--- config.mk ---
export PLATFORM = sky130hd
export DESIGN_NAME = seg7_scan_signed
export DESIGN_NICKNAME = d
export VERILOG_FILES = /design/src/rtl/seg7_scan_signed.sv
export SDC_FILE = /design/constraint.sdc
export NUM_CORES = 1
export LEC_CHECK = 0
export CORE_MARGIN = 10
export CORE_UTILIZATION = 47
export CTS_CLUSTER_SIZE = 12
export DETAILED_ROUTE_END_ITERATION = 10
export GPL_ROUTABILITY_DRIVEN = 0
export MAX_ROUTING_LAYER = met4
export PLACE_DENSITY = 0.78
export SLEW_MARGIN = 15
export SYNTH_ARGS = -nofsm -noshare
export SYNTH_HDL_FRONTEND = slang
export SYNTH_SLANG_ARGS = --single-unit
export TNS_END_PERCENT = 100
--- constraint.sdc ---
create_clock -name clk -period 3.1 [get_ports clk]
set_clock_uncertainty 0.05 [all_clocks]
set_input_delay 0.62 -clock clk [delete_from_list [all_inputs] [get_ports clk]]
set_output_delay 0.62 -clock clk [all_outputs]
set_load 0.02 [all_outputs]
--- src/rtl/seg7_scan_signed.sv ---
// Time-multiplexed N-digit 7-segment driver: unsigned hex or sign+magnitude display,
// valid/ready capture with commit deferred to the frame boundary.
module seg7_scan_signed #(
  parameter int N_DIGITS    = 4,
  parameter int DATA_W      = 12,
  parameter int REFRESH_DIV = 50000
) (
  input  logic                clk,
  input  logic                rst_n,
  input  logic [DATA_W-1:0]   num_in,
  input  logic                signed_i,
  input  logic                blank_i,
  input  logic                valid_i,
  output logic                ready_o,
  output logic [6:0]          seg_o,
  output logic [N_DIGITS-1:0] an_o,
  output logic                frame_o
);

  localparam int TW = $clog2(REFRESH_DIV);
  localparam int DW = $clog2(N_DIGITS);
  localparam int MW = 4 * N_DIGITS;

  if (4 * (N_DIGITS - 1) < DATA_W) begin : g_width_check
    $error("seg7_scan_signed: DATA_W does not fit in N_DIGITS-1 digits");
  end

  function automatic logic [6:0] hex_seg(input logic [3:0] n);
    case (n)
      4'h0: hex_seg = 7'h40;  4'h1: hex_seg = 7'h79;
      4'h2: hex_seg = 7'h24;  4'h3: hex_seg = 7'h30;
      4'h4: hex_seg = 7'h19;  4'h5: hex_seg = 7'h12;
      4'h6: hex_seg = 7'h02;  4'h7: hex_seg = 7'h78;
      4'h8: hex_seg = 7'h00;  4'h9: hex_seg = 7'h10;
      4'hA: hex_seg = 7'h08;  4'hB: hex_seg = 7'h03;
      4'hC: hex_seg = 7'h46;  4'hD: hex_seg = 7'h21;
      4'hE: hex_seg = 7'h06;  default: hex_seg = 7'h0E;
    endcase
  endfunction

  logic [TW-1:0]       tick;
  logic [DW-1:0]       dig;
  logic [DATA_W-1:0]   pend_num, disp_num;
  logic                pend_signed, pend_blank, pend_full;
  logic                disp_signed, disp_blank;
  logic                tick_last, frame_end, accept;

  logic                neg;
  logic [DATA_W-1:0]   mag_n;
  logic [MW-1:0]       mag;
  logic [3:0]          nib;
  logic [DW-1:0]       hi;
  logic [6:0]          seg_next;
  logic [N_DIGITS-1:0] an_next;

  assign tick_last = (tick == TW'(REFRESH_DIV - 1));
  assign frame_end = tick_last && (dig == DW'(N_DIGITS - 1));
  assign frame_o   = frame_end;
  assign ready_o   = !pend_full;
  assign accept    = valid_i && !pend_full;

  always_ff @(posedge clk) begin
    if (!rst_n) begin
      tick        <= '0;
      dig         <= '0;
      pend_full   <= 1'b0;
      pend_num    <= '0;
      pend_signed <= 1'b0;
      pend_blank  <= 1'b0;
      disp_num    <= '0;
      disp_signed <= 1'b0;
      disp_blank  <= 1'b0;
      seg_o       <= '1;
      an_o        <= '1;
    end else begin
      if (tick_last) begin
        tick <= '0;
        dig  <= (dig == DW'(N_DIGITS - 1)) ? '0 : dig + 1'b1;
      end else begin
        tick <= tick + 1'b1;
      end
      // Capture and commit never coincide: capture needs the pending slot empty.
      if (accept) begin
        pend_num    <= num_in;
        pend_signed <= signed_i;
        pend_blank  <= blank_i;
        pend_full   <= 1'b1;
      end else if (frame_end && pend_full) begin
        disp_num    <= pend_num;
        disp_signed <= pend_signed;
        disp_blank  <= pend_blank;
        pend_full   <= 1'b0;
      end
      seg_o <= seg_next;
      an_o  <= an_next;
    end
  end

  always_comb begin
    neg     = disp_signed & disp_num[DATA_W-1];
    mag_n   = neg ? (~disp_num + 1'b1) : disp_num;
    mag     = MW'(mag_n);
    hi      = '0;
    nib     = mag[3:0];
    an_next = '1;
    for (int unsigned i = 0; i < N_DIGITS; i++) begin
      if (i > 0 && mag[4*i +: 4] != 4'h0) hi = DW'(i);
      if (dig == DW'(i)) begin
        nib        = mag[4*i +: 4];
        an_next[i] = 1'b0;
      end
    end
    seg_next = hex_seg(nib);
    // The sign position overrides both the nibble and leading-zero blanking.
    if (disp_signed && dig == DW'(N_DIGITS - 1)) seg_next = neg ? 7'h3F : 7'h7F;
    else if (disp_blank && dig > hi)              seg_next = 7'h7F;
  end

endmodule

Gate families picked out:
Scale: 4 px per µm.
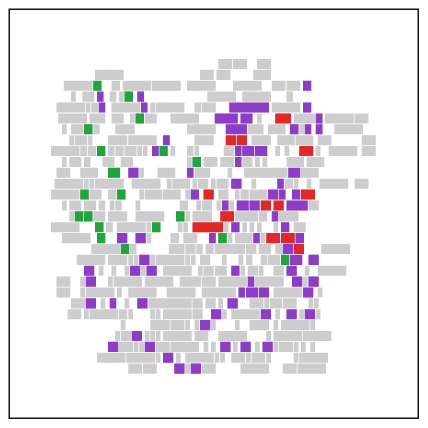
Red marks AND-OR and OR-AND gates, cells 13, most used a21o_1. Green marks AND and OR gates, cells 19, most used and3_1. Purple marks inverting AOI/OAI gates, cells 76, most used a21boi_0.

Placement by cell class:
Scale: 4 px per µm. Fill, decap, tap and diode cells in gray.
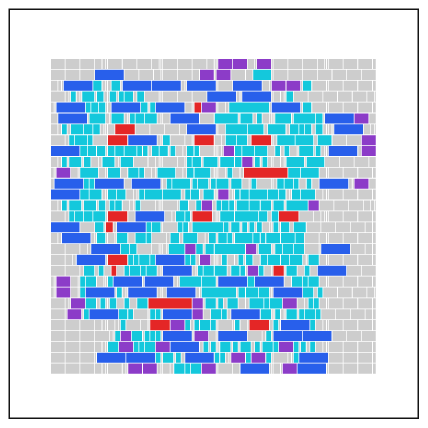
Blue marks flops, cells 58. Red marks clock drivers and dummy loads, cells 16. Cyan marks all other logic, cells 302. Purple marks other buffers and delay cells, cells 41.

==> results.sh <==
# physical design summary
export IMPL_status="complete, no violations"
export IMPL_top_area_cell="dfxtp_1"
export IMPL_ant_nets=0
export IMPL_finalSetupTns_ps=0
export IMPL_path_depth=15
export IMPL_antenna_found_initial=0
export IMPL_grt_pass1_vias=2691
export IMPL_path_cells="inv_1, ha_2, nor4b_4, buf_4, nand4b_1, a21oi_1, o211ai_1, a41oi_1, ha_1, nor2b_1, o211ai_1, nand3_2, buf_4, nor4_2, a311oi_1"
export IMPL_peakVddDrop_v=0.000282
export IMPL_reg2reg_to="seg_o[0]"
export IMPL_top_cell="nand2_1"
export IMPL_yosysTopAreaCellShare_pct=36.8
export IMPL_top_layer="met4"
export IMPL_relSlewSlack_pct=39.1
export IMPL_ff2ff_setup_slack_ps=140
export IMPL_utilization_pct=59.3
export IMPL_met3_usage_pct=3.64
export IMPL_cts_repair_resized=0
export IMPL_ff2ff_path_depth=15
export IMPL_cpPeakStageDelay_ps=310
export IMPL_hold_slack_ps=411
export IMPL_required_ps=3260
export IMPL_crit_fanout=7
export IMPL_cp_start_kind="register"
export IMPL_finalClockPeriodUsage_pct=95.4
export IMPL_mux_share_pct=2.14
export IMPL_leakage_nw=1.41
export IMPL_log_warning_count=34
export IMPL_async_reset_ff_share_pct=0
export IMPL_fmax_ghz=0.338
export IMPL_fp_nets=412
export IMPL_top_cells_by_area="dfxtp_1 37%, nand2_1 9.9%, a21boi_0 6.9%"
export IMPL_synth_distinct_cells=58
export IMPL_synth_adder_area_share_pct=5.56
export IMPL_areaGrowthSynthToFinish_pct=20.8
export IMPL_critPathArrivalTime_ps=3110
export IMPL_antenna_cells=0
export IMPL_tritoncts="yes"
export IMPL_first_iter_violations=156
export IMPL_met1_usage_pct=16.1
-- power by group --
| group | total [W] | internal (W) | switching [W] |
|---|---|---|---|
| Sequential | 0.000775 | 0.000765 | 0.00000970 |
| Combinational | 0.0000885 | 0.0000470 | 0.0000415 |
| Clock | 0.000767 | 0.000471 | 0.000296 |
-- cell type report --
class	count	area, µm²	area share [%]
multi-input combinational	288	1900	49.9
sequential	58	1160	30.5
timing repair buffer	41	380	9.99
clock buffer	11	141	3.71
tap	77	96.3	2.53
clock inverter	5	77.6	2.04
inverter	14	52.6	1.38
-- sequential cells by signal (all words and copies together) (netlist names) --
name,flops
an_o,4
tick,16
disp_signed,1
seg_o,7
disp_num,12
pend_num,12
pend_full,1
disp_blank,1
dig,2
pend_blank,1
pend_signed,1
Power and IR drop assume default switching activity.
